Fig. 1: metal 1
The bar under the picture is 50 um long.
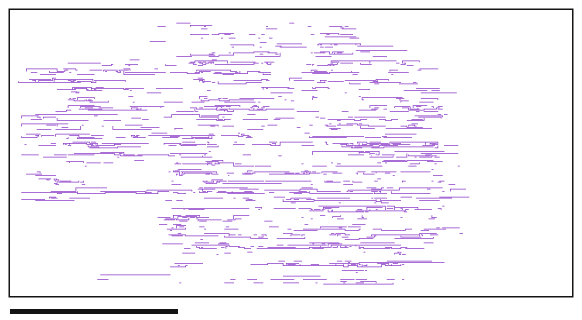
Fig. 2: the metal 2 layer
The bar under the picture is 50 um long. Cells faint in the background.
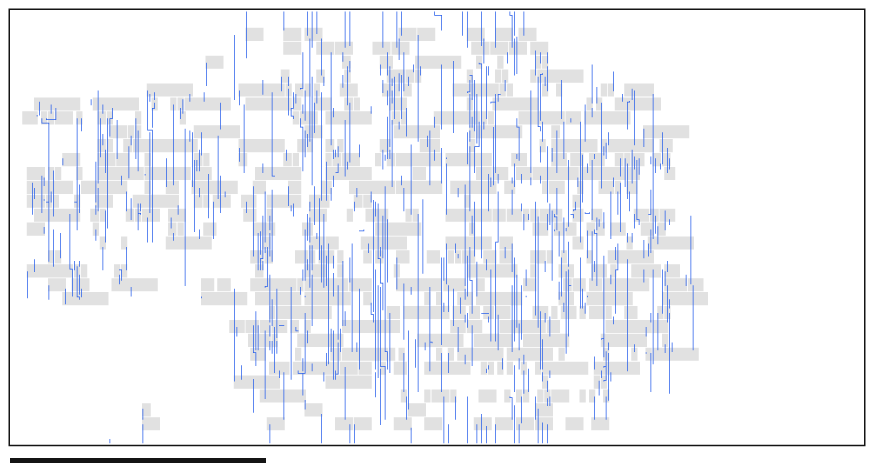
Fig. 3: signal wires on met3
The bar under the picture is 50 um long. Cells faint in the background.
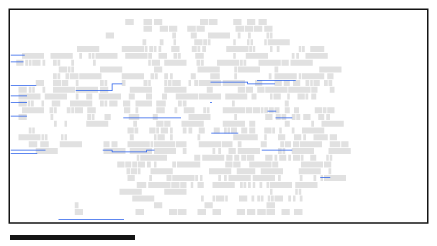
==> src/rtl/spi_pkg.sv <==
// Shared types for the parametrised SPI master: frame FSM states and latched mode bits.
package spi_pkg;

  typedef enum logic [2:0] {
    IDLE,
    CS_SETUP,
    CPHA_DLY,
    P0,
    P1,
    CS_HOLD
  } spi_state_t;

  typedef struct packed {
    logic cpol;
    logic cpha;
    logic lsb_first;
  } spi_mode_t;

endpackage

==> src/rtl/spi_clk_div.sv <==
// Phase timer: counts 0..dvsr_i and ticks phase_end_o on the last cycle of each phase.
module spi_clk_div #(
  parameter int DVSR_W = 16
) (
  input  logic              clk_i,
  input  logic              rst_ni,
  input  logic              clr_i,
  input  logic [DVSR_W-1:0] dvsr_i,
  output logic              phase_end_o
);

  logic [DVSR_W-1:0] cnt_q, cnt_d;

  assign phase_end_o = (cnt_q == dvsr_i);

  always_comb begin
    cnt_d = cnt_q + DVSR_W'(1);
    if (clr_i || phase_end_o) cnt_d = '0;
  end

  always_ff @(posedge clk_i or negedge rst_ni) begin
    if (!rst_ni) cnt_q <= '0;
    else         cnt_q <= cnt_d;
  end

endmodule

==> src/rtl/spi_master_param.sv <==
// Parametrised SPI master with per-frame latched mode, bit order, divider and chip select.
// Optional SPI_MASTER_LOOPBACK_EN adds loopback_i to feed internal MOSI into the RX path.
module spi_master_param
  import spi_pkg::*;
#(
  parameter  int DATA_W = 8,
  parameter  int DVSR_W = 16,
  parameter  int NUM_CS = 1,
  localparam int CS_W   = $clog2(NUM_CS > 1 ? NUM_CS : 2)
) (
  input  logic              clk_i,
  input  logic              rst_ni,
  input  logic [DATA_W-1:0] din_i,
  input  logic [DVSR_W-1:0] dvsr_i,
  input  logic              start_i,
  input  logic              cpol_i,
  input  logic              cpha_i,
  input  logic              lsb_first_i,
  input  logic [CS_W-1:0]   cs_sel_i,
  output logic [DATA_W-1:0] dout_o,
  output logic              done_tick_o,
  output logic              ready_o,
  output logic              sclk_o,
  output logic              mosi_o,
  input  logic              miso_i,
  output logic [NUM_CS-1:0] cs_no
`ifdef SPI_MASTER_LOOPBACK_EN
  ,
  input  logic              loopback_i
`endif
);

  localparam int CNT_W = $clog2(DATA_W);

  spi_state_t        state_q, state_d;
  spi_mode_t         mode_q, mode_d;
  logic [DVSR_W-1:0] dvsr_q, dvsr_d;
  logic [CS_W-1:0]   cs_sel_q, cs_sel_d;
  logic [DATA_W-1:0] tx_q, tx_d, rx_q, rx_d, dout_q, dout_d;
  logic [CNT_W-1:0]  n_q, n_d;
  logic              sclk_q, sclk_d;
  logic [NUM_CS-1:0] cs_q, cs_d;
  logic              phase_end, done, p_clk, rx_bit;

  spi_clk_div #(.DVSR_W(DVSR_W)) u_clk_div (
    .clk_i       (clk_i),
    .rst_ni      (rst_ni),
    .clr_i       (state_q == IDLE),
    .dvsr_i      (dvsr_q),
    .phase_end_o (phase_end)
  );

  assign mosi_o = mode_q.lsb_first ? tx_q[0] : tx_q[DATA_W-1];
`ifdef SPI_MASTER_LOOPBACK_EN
  assign rx_bit = loopback_i ? mosi_o : miso_i;
`else
  assign rx_bit = miso_i;
`endif

  always_comb begin
    state_d  = state_q;
    mode_d   = mode_q;
    dvsr_d   = dvsr_q;
    cs_sel_d = cs_sel_q;
    tx_d     = tx_q;
    rx_d     = rx_q;
    dout_d   = dout_q;
    n_d      = n_q;
    done     = 1'b0;
    unique case (state_q)
      IDLE: if (start_i) begin
        state_d          = CS_SETUP;
        mode_d.cpol      = cpol_i;
        mode_d.cpha      = cpha_i;
        mode_d.lsb_first = lsb_first_i;
        dvsr_d           = dvsr_i;
        cs_sel_d         = cs_sel_i;
        tx_d             = din_i;
        n_d              = '0;
      end
      CS_SETUP: if (phase_end) state_d = mode_q.cpha ? CPHA_DLY : P0;
      CPHA_DLY: if (phase_end) state_d = P0;
      P0: if (phase_end) begin
        // RX fills from the end that keeps dout_o in the same bit order as din_i
        rx_d    = mode_q.lsb_first ? {rx_bit, rx_q[DATA_W-1:1]} : {rx_q[DATA_W-2:0], rx_bit};
        state_d = P1;
      end
      P1: if (phase_end) begin
        if (n_q == CNT_W'(DATA_W - 1)) begin
          state_d = CS_HOLD;
        end else begin
          tx_d    = mode_q.lsb_first ? {1'b0, tx_q[DATA_W-1:1]} : {tx_q[DATA_W-2:0], 1'b0};
          n_d     = n_q + CNT_W'(1);
          state_d = P0;
        end
      end
      CS_HOLD: if (phase_end) begin
        done    = 1'b1;
        dout_d  = rx_q;
        state_d = IDLE;
      end
      default: state_d = IDLE;
    endcase

    // SCLK and CS are registered from the next state so pads change on clean edges
    p_clk  = ((state_d == P1) && !mode_d.cpha) || ((state_d == P0) && mode_d.cpha);
    sclk_d = (state_d == IDLE) ? cpol_i : (p_clk ^ mode_d.cpol);
    for (int unsigned i = 0; i < NUM_CS; i++) begin
      cs_d[i] = !((state_d != IDLE) && (cs_sel_d == CS_W'(i)));
    end
  end

  always_ff @(posedge clk_i or negedge rst_ni) begin
    if (!rst_ni) begin
      state_q  <= IDLE;
      mode_q   <= '0;
      dvsr_q   <= '0;
      cs_sel_q <= '0;
      tx_q     <= '0;
      rx_q     <= '0;
      dout_q   <= '0;
      n_q      <= '0;
      sclk_q   <= 1'b0;
      cs_q     <= '1;
    end else begin
      state_q  <= state_d;
      mode_q   <= mode_d;
      dvsr_q   <= dvsr_d;
      cs_sel_q <= cs_sel_d;
      tx_q     <= tx_d;
      rx_q     <= rx_d;
      dout_q   <= dout_d;
      n_q      <= n_d;
      sclk_q   <= sclk_d;
      cs_q     <= cs_d;
    end
  end

  assign dout_o      = dout_q;
  assign done_tick_o = done;
  assign ready_o     = (state_q == IDLE);
  assign sclk_o      = sclk_q;
  assign cs_no       = cs_q;

endmodule

==> config.mk <==
export PLATFORM = sky130hd
export DESIGN_NAME = spi_master_param
export DESIGN_NICKNAME = d
export VERILOG_FILES = /design/src/rtl/spi_pkg.sv /design/src/rtl/spi_clk_div.sv /design/src/rtl/spi_master_param.sv
export SDC_FILE = /design/constraint.sdc
export NUM_CORES = 1
export LEC_CHECK = 0
export CORE_ASPECT_RATIO = 0.5
export CORE_MARGIN = 1.5
export CORE_UTILIZATION = 25
export DETAILED_ROUTE_END_ITERATION = 7
export PLACE_DENSITY = 0.49
export SYNTH_ARGS = -nofsm -noshare
export SYNTH_HDL_FRONTEND = slang
export SYNTH_HIERARCHICAL = 1
export SYNTH_SLANG_ARGS = --single-unit
==> constraint.sdc <==
create_clock -name clk_i -period 2.8 [get_ports clk_i]
set_input_delay 0.42 -clock clk_i [delete_from_list [all_inputs] [get_ports clk_i]]
set_output_delay 0.42 -clock clk_i [all_outputs]
set_load 0.005 [all_outputs]
==> out/results.tsv <==
stage	metric	value	unit
timing	setup_viol	0	
detailed_routing	vias_per_cell	4.30	
floorplan	die_h	85.0	um
cells_and_area	final_area	4440	sq um
clock_network	clock_sinks	68	
setup_path	startpoint	u_clk_div/cnt_q[1]	
min_path	holdCritPathClass	flip-flop to flip-flop	
power_and_ir_drop	power.net_switching	761	uW
power_and_ir_drop	pg_comb	558	uW
synthesis	syn_area	3360	sq um
min_path	holdPathStages	2	
detailed_routing	wl_met1	3660	um
status	status	completed	
cells_and_area	seq_share	0.384	
synthesis	synthTopCellsByCount	110 x nand2_1, 67 x dfrtp_1, 24 x o21ai_0, 22 x xnor2_1, 17 x mux2i_1	
setup_path	endpoint	done_tick_o	
timing	max_freq	375	MHz
power_and_ir_drop	p_sw_frac	0.268	
synthesis	synthArstFlopShare	1.00	
setup_path	crit_family	simple AND/OR/NAND/NOR gates	
cells_and_area	post-route-util	0.345	
setup_path	crit_cells	8	
global_route	grt_pass1_wl	12600	um
clock_network	clk_latency	330	ps
setup_path	ff2ff_setup_slack	370	ps
detailed_routing	wl_met3	231	um
power_and_ir_drop	power_frac_clock	0.383	
floorplan	core-area	12900	sq um
synthesis	syn_area_per_cell	9.47	sq um
setup_path	cp.required	2380	ps
power_and_ir_drop	clk-power	1090	uW
setup_path	arrival	2250	ps
synthesis	synth.distinct_cells	50	
synthesis	ys_sh_xor	0.0778	
global_route	grt_max_degree	33	
timing	clock_skew	9.94	ps
power_and_ir_drop	power.density	639	nW/um^2
floorplan	die_area	14200	sq um
setup_path	worst-path-max-fanout	3	
detailed_routing	ant_nets	0	
setup_path	rr_worst_depth	10	
power_and_ir_drop	pwr-share-comb	0.197	
detailed_routing	wire_per_inst	12.2	um
floorplan	num_rows	29	
power_and_ir_drop	p_seq	1190	uW
cells_and_area	layout.cells.non_filler	597	
setup_path	cpPeakStageDelay	410	ps
Back to the opening pictures, Fig. 1:
The layer holds 50% of the routed length. The longest straight run is 25.3 um. 412 nets have wire on it.
Vias: 2567
met1 usage: 0.144
final wirelength: 7270 um

Back to the opening pictures, Fig. 2:
372 nets have wire on it. The layer holds 45% of the routed length. The longest straight run is 37.9 um. The layer carries 3300 um of wire. The wires run mostly vertical.
met2 usage: 0.180

Back to the opening pictures, Fig. 3:
14 nets have wire on it. The longest straight run is 26.0 um. The layer carries 232 um of wire. The wires run mostly horizontal. The layer holds 3.2% of the routed length.
GR Layer Usage met3: 0.0382

Power and IR drop assume default switching activity.
